Figure 1. Placement by cell class (run 1).
Fill, decap, tap and diode cells in gray.
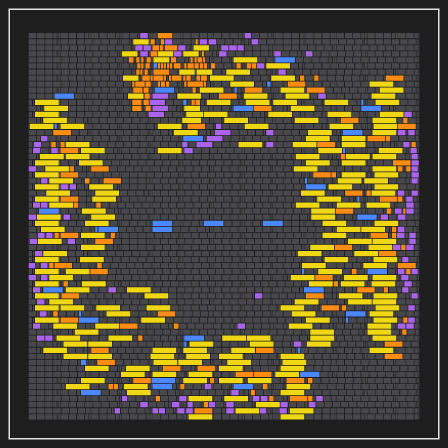
Figure 2. Routed metal per tile (run 1).
Scale bar: 50 um. 38 x 38 tiles, from black (low) to pale yellow (high), scaled to the fullest tile. Values are wire area over tile area, all layers added.
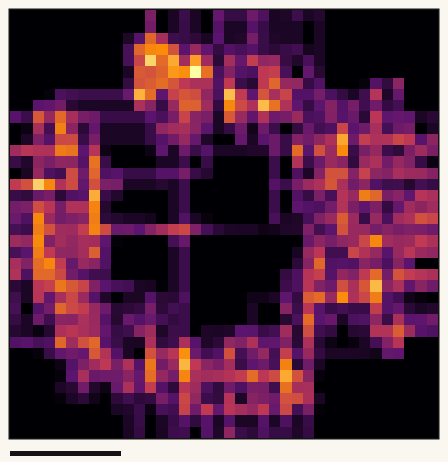
Figure 3. Close-up of the layout (run 1).
Scale bar: 20 um. Window x 23 to 73, y 23 to 73 um. Cells in gray, sequential cells in the stronger gray; small squares are vias.
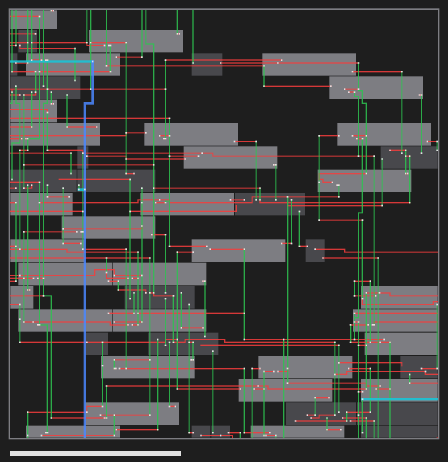
Figure 4. Cell placement (run 1).
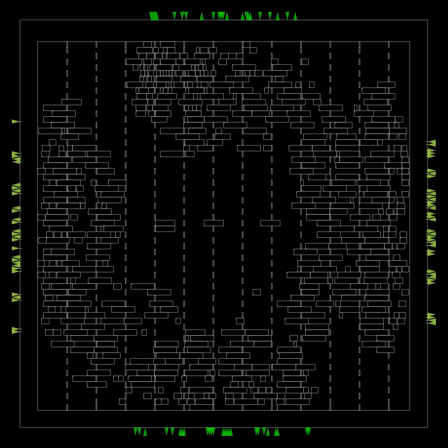
## src/rtl/iop_queue.sv

```systemverilog
// Micro-op scheduling queue between decode and execute: a circular FIFO of
// {iop, init, arg} entries with flag-writer tracking, flush and overflow flag.
module iop_queue #(
    parameter int DEPTH = 4,
    parameter int IOP_W = 32
) (
    input  logic             clk,
    input  logic             a_rst,
    input  logic             id_feed_req,
    input  logic [IOP_W-1:0] id_iop,
    input  logic [2:0]       id_iop_init,
    input  logic [15:0]      id_arg,
    output logic             ex_feed_slot,
    input  logic             q_flush,
    input  logic             ex_take,
    output logic             ex_valid,
    output logic [IOP_W-1:0] ex_iop,
    output logic [2:0]       ex_iop_init,
    output logic [15:0]      ex_arg,
    output logic             q_sf_busy,
    output logic             q_ovf
);

    localparam int AW     = (DEPTH > 1) ? $clog2(DEPTH) : 1;
    localparam int CW     = AW + 1;
    localparam int EW     = IOP_W + 19;
    localparam int SF_BIT = 21;
    localparam logic [CW-1:0] FULL_CNT = CW'(DEPTH);

    logic [EW-1:0] mem [DEPTH];
    logic [AW-1:0] head;
    logic [AW-1:0] tail;
    logic [CW-1:0] count;
    logic [CW-1:0] sf_cnt;
    logic [EW-1:0] head_ent;
    logic          push;
    logic          pop;
    logic          push_sf;
    logic          pop_sf;

    assign ex_feed_slot = (count != FULL_CNT);
    assign ex_valid     = (count != '0);
    assign push         = id_feed_req & ex_feed_slot & ~q_flush;
    assign pop          = ex_take & ex_valid & ~q_flush;

    // Entry layout: {iop, init, arg}; the flag-writer bit sits 19 above iop bit 0.
    assign head_ent = mem[head];
    assign push_sf  = push & id_iop[SF_BIT];
    assign pop_sf   = pop & head_ent[19 + SF_BIT];

    assign {ex_iop, ex_iop_init, ex_arg} = ex_valid ? head_ent : '0;
    assign q_sf_busy = (sf_cnt != '0);

    // Storage is never cleared; stale slots are masked by count.
    always_ff @(posedge clk) begin
        if (a_rst && push) begin
            mem[tail] <= {id_iop, id_iop_init, id_arg};
        end
    end

    always_ff @(posedge clk) begin
        if (!a_rst) begin
            head   <= '0;
            tail   <= '0;
            count  <= '0;
            sf_cnt <= '0;
            q_ovf  <= 1'b0;
        end else begin
            if (id_feed_req && !ex_feed_slot && !q_flush) begin
                q_ovf <= 1'b1;
            end
            if (q_flush) begin
                head   <= '0;
                tail   <= '0;
                count  <= '0;
                sf_cnt <= '0;
            end else begin
                if (push) begin
                    tail <= tail + 1'b1;
                end
                if (pop) begin
                    head <= head + 1'b1;
                end
                case ({push, pop})
                    2'b10:   count <= count + 1'b1;
                    2'b01:   count <= count - 1'b1;
                    default: count <= count;
                endcase
                case ({push_sf, pop_sf})
                    2'b10:   sf_cnt <= sf_cnt + 1'b1;
                    2'b01:   sf_cnt <= sf_cnt - 1'b1;
                    default: sf_cnt <= sf_cnt;
                endcase
            end
        end
    end

endmodule

```

## config.mk

```make
export PLATFORM = sky130hd
export DESIGN_NAME = iop_queue
export DESIGN_NICKNAME = d
export VERILOG_FILES = /design/src/rtl/iop_queue.sv
export SDC_FILE = /design/constraint.sdc
export NUM_CORES = 1
export LEC_CHECK = 0
export CORE_MARGIN = 8
export CORE_UTILIZATION = 27
export DETAILED_ROUTE_END_ITERATION = 10
export SLEW_MARGIN = 20
export SYNTH_ARGS = -nofsm -noshare
export SYNTH_HDL_FRONTEND = slang
export SYNTH_SLANG_ARGS = --single-unit
```

## constraint.sdc

```tcl
create_clock -name clk -period 2.7 [get_ports clk]
set_clock_uncertainty 0.15 [all_clocks]
set_input_delay 0.27 -clock clk [delete_from_list [all_inputs] [get_ports clk]]
set_output_delay 0.27 -clock clk [all_outputs]
set_load 0.03 [all_outputs]
```

==> flow_summary.yaml, run 1 <==
# physical design summary
status:
  status: "finished clean"
synth:
  ys_ff: 217
  yosysSeqAreaShare_pct: 76.0
  synth_cells: 403
  synthArstFlopShare_pct: 0
  syn_avg_cell_area_sq_um: 20.9
  synthesis.nets: 467
  edf_count: 204
  ys_cells: 403
  synth_top_flop_cell: "edfxtp_1"
  ys.warnings.count: 0
  synthDistinctLibCells: 25
  netlist_area_sq_mm: 0.00841
setup_path:
  criticalPathCategory: "reg -> out"
  worstPathRequired_ns: 2.28
  worst-path-buf-inv: 2
  path_max_fanout: 25
  critPathArrivalTime_ns: 2.21
  critPathCaptureType: "output port"
  start_kind: "flip-flop"
  cp_top_family: "buffers and inverters"
  cp_slowest_stage_delay_ns: 0.53
  crit_slowest_cell: "mux4_2"
final_layout:
  num_antenna_cells: 0
  nNetsFinal: 595
  logic_area_sq_mm: 0.00188
  drive_above_1_share_pct: 18.8
  syn_to_final_growth_pct: 27.6
  register_area_sq_mm: 0.00639
place:
  place.gp.congestion: 0.663
  io_buffer_count: 110
  dpl.hpwl_um: 10500
sta:
  hold_violations: 0
  rsz0062_at_grt: "true"
  maxSlewViolCount: 0
  post-route-min-period_ns: 2.63
  slew_headroom_pct: 69.6
  tightest_slew_ns: 0.456
  setup_viol: 0
  max_freq_mhz: 380
die:
  die_area_sq_mm: 0.0370
  fp_util_pct: 27.5
  pin_count: 111
  die-height_um: 192
  die_w_um: 192
detailed_routing:
  detail-route-antenna-nets: 0
power_and_ir_drop:
  p_int_mw: 5.64
  total_power_mw: 7.05
  comb_power_share_pct: 4.6
  peakVddDrop_uv: 449
  seqPwrFrac_pct: 52.8
  p_leak_nw: 3.50
  power.switching_mw: 1.41
  pwr-share-clk_pct: 42.6
clocking:
  root_buffer: "clkbuf_16"
  clk_latency_ns: 0.50
  cts_tree: "done"
  cts_htree_levels: 1
  cts_num_sinks: 217
  clk_pin_slew_ns: 0.06
  clockBufferDepth: 3
  numCtsBuffers: 24
grt:
  grt_pass1_wl_um: 27200
  grt_pass1_vias: 4733
  antenna_found_initial: 0
  grt-ovfl-total: 0
min_path:
  hold_class: "in -> reg"
job:
  maxCapViolCount: 0
  warnings: 30
-- Figure 1 (at the start) --
class	color	cells	share of their area
other buffers and delay cells	purple	120	12%
clock drivers and dummy loads	blue	42	7.1%
flops	yellow	217	62%
combinational and other logic	orange	168	19%
Final Util: 35.1%
sequential share of cell area: 59.6%
Core Box Area: 0.0306 sq mm

-- Figure 2 (at the start) --
densest ninth of the die	middle right
tiles over half the peak	11%
fullest tile	0.36
emptiest ninth of the die	center
DR vias: 4121
Total Wirelength: 17300 um
drt wl/cell: 18.4 um
total track usage: 9.41%

-- Figure 3 (at the start) --
layer	color
metal 3	cyan
metal 1	red
metal 4	blue
metal 2	green
sequential cells in the window	30
netlist names of flops here include	mem (30)
cells with their middle in the window	48
most frequent	edfxtp_1 (30), mux4_2 (8), nor2b_1 (4)

-- Figure 4 (at the start) --
fillers: 2891
Non-Filler Instances: 943
number of core rows: 64

==> run 1: per-stage QoR <==
stage,setup TNS (ns),instances,area (sq um),hold slack (ns),setup slack (ns)
detailed placement,0,901,10100,0.332,0.0553
CTS,0,943,10700,0.218,0.00348
global route,-0.602,943,10700,0.234,-0.0507
floorplan,0,403,8410,0.219,0.0830
finish,0,943,10700,0.252,0.0661
global placement,0,901,10100,0.315,0.122
==> run 1: power by group through the flow <==
| stage | Combinational, mW | Sequential (mW) | Clock [mW] |
|---|---|---|---|
| global placement | 0.338 | 3.79 | 0 |
| CTS | 0.335 | 3.72 | 3.12 |
| detailed placement | 0.347 | 3.79 | 0 |
| global route | 0.354 | 3.72 | 3.24 |
| floorplan | 0.149 | 3.79 | 0 |
| finish | 0.327 | 3.72 | 3.00 |
==> run 1: cell usage in the layout (no fill, tap or decap), types with 10 or more instances in the layout <==
cell type	Yosys	routed
edfxtp_1	204	204
clkdlybuf4s50_1	0	60
dlygate4sd2_1	0	46
clkbuf_16	0	25
dfxtp_1	13	11
nor2_1	10	10
nor2b_1	53	53
mux4_2	51	51
inv_1	11	11
==> run 1: Yosys cell counts (2+ instances only) <==
master    instances  area share (%)
inv_1            11            0.49
or3_1             4            0.30
o21ai_0           4            0.24
clkbuf_1          6            0.27
mux4_2           51              14
nand2b_1          2            0.15
buf_6             6            0.80
and3_1            4            0.30
buf_2             5            0.30
edfxtp_1        204              73
o31ai_1           2            0.18
nand2_1           2           0.089
nor2b_1          53             3.9
fa_1              2            0.48
a21oi_1           7            0.42
ha_1              6            0.89
nor2_1           10            0.45
xor2_1            5            0.52
dfxtp_1          13             3.1
==> run 1: worst paths after layout <==
kind,slack (ns),endpoint,cells past startpoint,startpoint
setup / recovery,0.07,ex_iop[10],4,flip-flop
hold / removal,0.25,mem[2][4],1,id_arg[4]
hold reg to reg,0.34,flip-flop,2,head[1]
setup reg to reg,0.23,count[2],9,count[2]
==> run 1: metal layers <==
metal	routed length [um]	up-vias	track usage, %
li1	-	1852	-
met2	8740	94	16.6
met4	454	0	2.56
met3	1080	24	2.76
met5	0	-	0
met1	7080	2151	11.0
==> run 1: state kept, by name (all words and copies together), names as in the netlist, named ones only <==
signal	cells
head	2
tail	2
count	3
mem	204
q_ovf	1
sf_cnt	3
==> run 1: area by class of cell <==
cell class,count,area share (%)
clock inverter,10,0.665
clock buffer,32,6.08
inverter,11,0.385
timing repair buffer,120,11.2
sequential,217,59.6
tap,396,4.62
multi-input combinational,157,17.5
==> run 1: kinds of logic after synthesis <==
kind of cell | Yosys count | share of synthesized area, %
buffers and inverters | 29 | 1.90
adder cells (fa/ha/maj) | 8 | 1.37
AND/OR/NAND/NOR | 80 | 5.74
flip-flops | 217 | 76.0
AND-OR/OR-AND | 13 | 0.833
multiplexers | 51 | 13.7
XOR/XNOR | 5 | 0.521
==> run 1: repair_timing <==
item,in CTS,in global routing
buffers inserted,0,0
gates resized,47,1
setup endpoints to repair,47,34
Figure 5. Where the registers sit (run 1).
Other sequential cells in the stronger gray, the rest of the logic in the fainter gray.
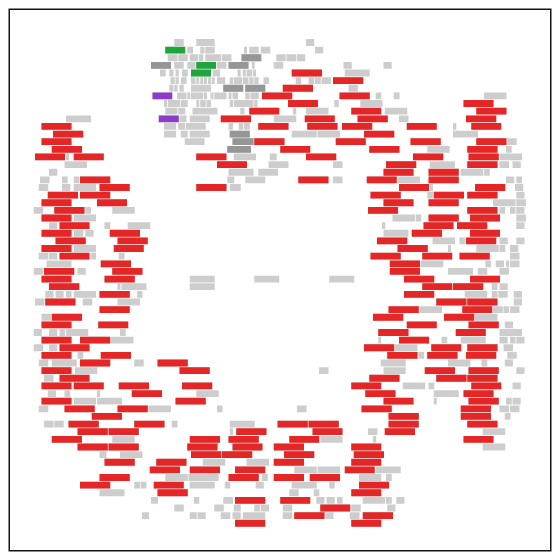

==> run 2: changes to the inputs <==
PLACE_DENSITY = 0.56   (was default)
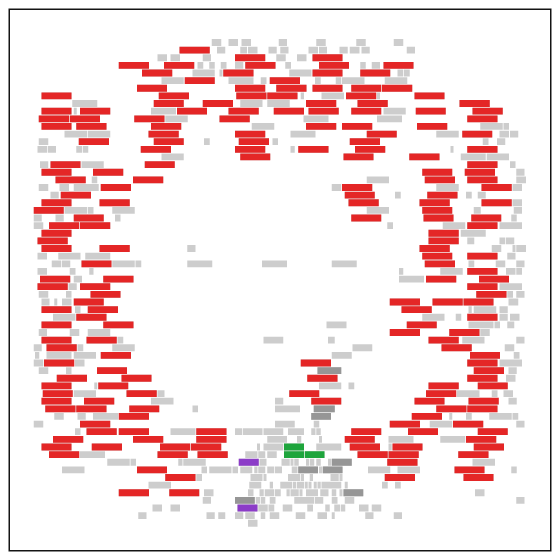
Figure 6: run 2, where the registers sit.
Other sequential cells in the stronger gray, the rest of the logic in the fainter gray.
name in the netlist	color	flops
tail	purple	2
mem	red	204
count	green	3
Final Util: 34.9%
Seq. cell area: 0.00639 sq mm
sequential share of cell area: 59.8%

==> flow_summary.yaml, run 2 <==
# physical design summary
status:
  status: "finished clean"
power_and_ir_drop:
  total_power_mw: 6.83
  p_leak_nw: 3.50
  power.switching_mw: 1.39
  comb_power_share_pct: 4.8
  pwr-share-clk_pct: 40.7
  p_int_mw: 5.43
synth:
  syn_avg_cell_area_sq_um: 20.9
  netlist_area_sq_mm: 0.00841
  common_cells: "edfxtp_1 (204), nor2b_1 (53), mux4_2 (51)"
  synthArstFlopShare_pct: 0
  edf_count: 204
  fa_ha_area_share_pct: 1.37
  top_cell: "edfxtp_1"
  simple_gate_share_pct: 5.74
  yosys.area_share.xor_xnor_pct: 0.521
  ys_ff: 217
  mux_area_share_pct: 13.7
  yosysSeqAreaShare_pct: 76.0
  ys.warnings.count: 0
clocking:
  cts_tree: "done"
  numCtsBuffers: 23
  clk_latency_ns: 0.50
  clockBufferDepth: 3
  cts_htree_levels: 1
setup_path:
  rrSetupSlack_ns: 0.22
  timing.rr.end: "sf_cnt[2]"
  worstPathRequired_ns: 2.28
  start_kind: "flip-flop"
  criticalPathCategory: "reg -> out"
  r2r-start: "count[2]"
sta:
  tightest_slew_ns: 0.442
  setup_viol: 0
  timing.setup.tns_ns: 0
  slew_headroom_pct: 70.5
  timing.final.ws_setup_ns: 0.0966
  whs_ns: 0.241
final_layout:
  syn_to_final_growth_pct: 27.1
  drive_above_1_share_pct: 19.6
  largestRegisters: "mem: 204 flops, count: 3 flops, sf_cnt: 3 flops"
  final_cell_area_sq_mm: 0.0107
  nNetsFinal: 596
  fill_cells: 2893
  layout_top_cell: "edfxtp_1"
  largest_reg_flops: 204
  num_antenna_cells: 0
  logic_area_sq_mm: 0.00187
place:
  placed_area_sq_mm: 0.0101
  place.gp.congestion: 0.716
detailed_routing:
  detail-route-antenna-nets: 0
  vias: 4141
grt:
  grt_use_total_pct: 9.34
  grt-ovfl-total: 0
  grt_pass1_vias: 4618
die:
  die_w_um: 192
  fp_util_pct: 27.5
  fp-row-count: 64
  pin_count: 111
min_path:
  hold_class: "in -> reg"
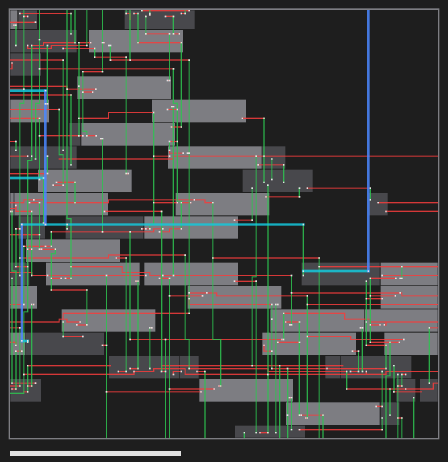
Figure 7: run 2, close-up of the layout.
Scale bar: 20 um. Window x 23 to 73, y 23 to 73 um. Cells in gray, sequential cells in the stronger gray; small squares are vias.
layer	color
metal 1	red
metal 3	cyan
metal 4	blue
metal 2	green
most frequent	edfxtp_1 (22), mux4_2 (7), nor2b_1 (6)
sequential cells in the window	22
cells with their middle in the window	43
netlist names of flops here include	mem (22)

==> run 2: cell count changes in the layout (fill, tap and decap cells not counted), sizes merged <==
cell           delta
dlygate4sd2       -1
clkbuf            -1
clkinvlp          -1
clkdlybuf4s50     -1
bufinv            -1
clkinv            +1
inv               +1
buf               +3
==> run 2: critical path, cell delays in order, from the launching register on <==
cell	delay (ns)
dfxtp_4	0.41
buf_12	0.20
mux4_2	0.52
nor2b_1	0.16
dlygate4sd2_1	0.36
==> run 2: cell type report <==
type,count,area share [%]
sequential,217,59.8
multi-input combinational,157,17.5
tap,396,4.64
clock buffer,30,5.63
clock inverter,10,0.504
timing repair buffer,122,11.5
inverter,11,0.386
==> run 2: logic make-up after synthesis <==
family                     count (synthesis)
and+or+nand+nor                           80
DFF                                      217
AOI/OAI and AO/OA                         13
buffers and inverters                     29
xor gates and xnor gates                   5
muxes                                     51
adders and majority gates                  8
==> run 2: timing repair <==
item | 4_1_cts | 5_1_grt
endpoints found under the setup margin | 46 | 2
resized | 46 | 2
setup buffers | 0 | 1
==> run 2: worst min path at each step <==
| stage | from | to | cells after the start |
|---|---|---|---|
| 6_report | id_arg[4] | mem[1][4] | 1 |
| 5_1_grt | id_iop[10] | mem[1][29] | 1 |
| 4_1_cts | id_arg[4] | mem[1][4] | 1 |
| 3_5_place_dp | head[1] | flip-flop | 2 |
| 3_3_place_gp | sf_cnt[2] | sf_cnt[2] | 2 |
| 2_1_floorplan | id_arg[0] | mem[0][0] | 0 |
==> run 2: routing by layer <==
metal	GRT usage, %	share of wire, %
met4	2.32	2.4
met2	16.9	52
met1	10.8	40
met3	2.51	5.6
met5	0	0
==> run 2: power by group through the flow <==
stage               logic (mW)  registers [mW]  clock network (mW)
finish                   0.330            3.72                2.78
global route             0.359            3.72                3.01
CTS                      0.339            3.72                2.89
detailed placement       0.353            3.79                   0
global placement         0.344            3.79                   0
floorplan                0.149            3.79                   0
No activity file was given, so power comes from the tool's default toggle rates.
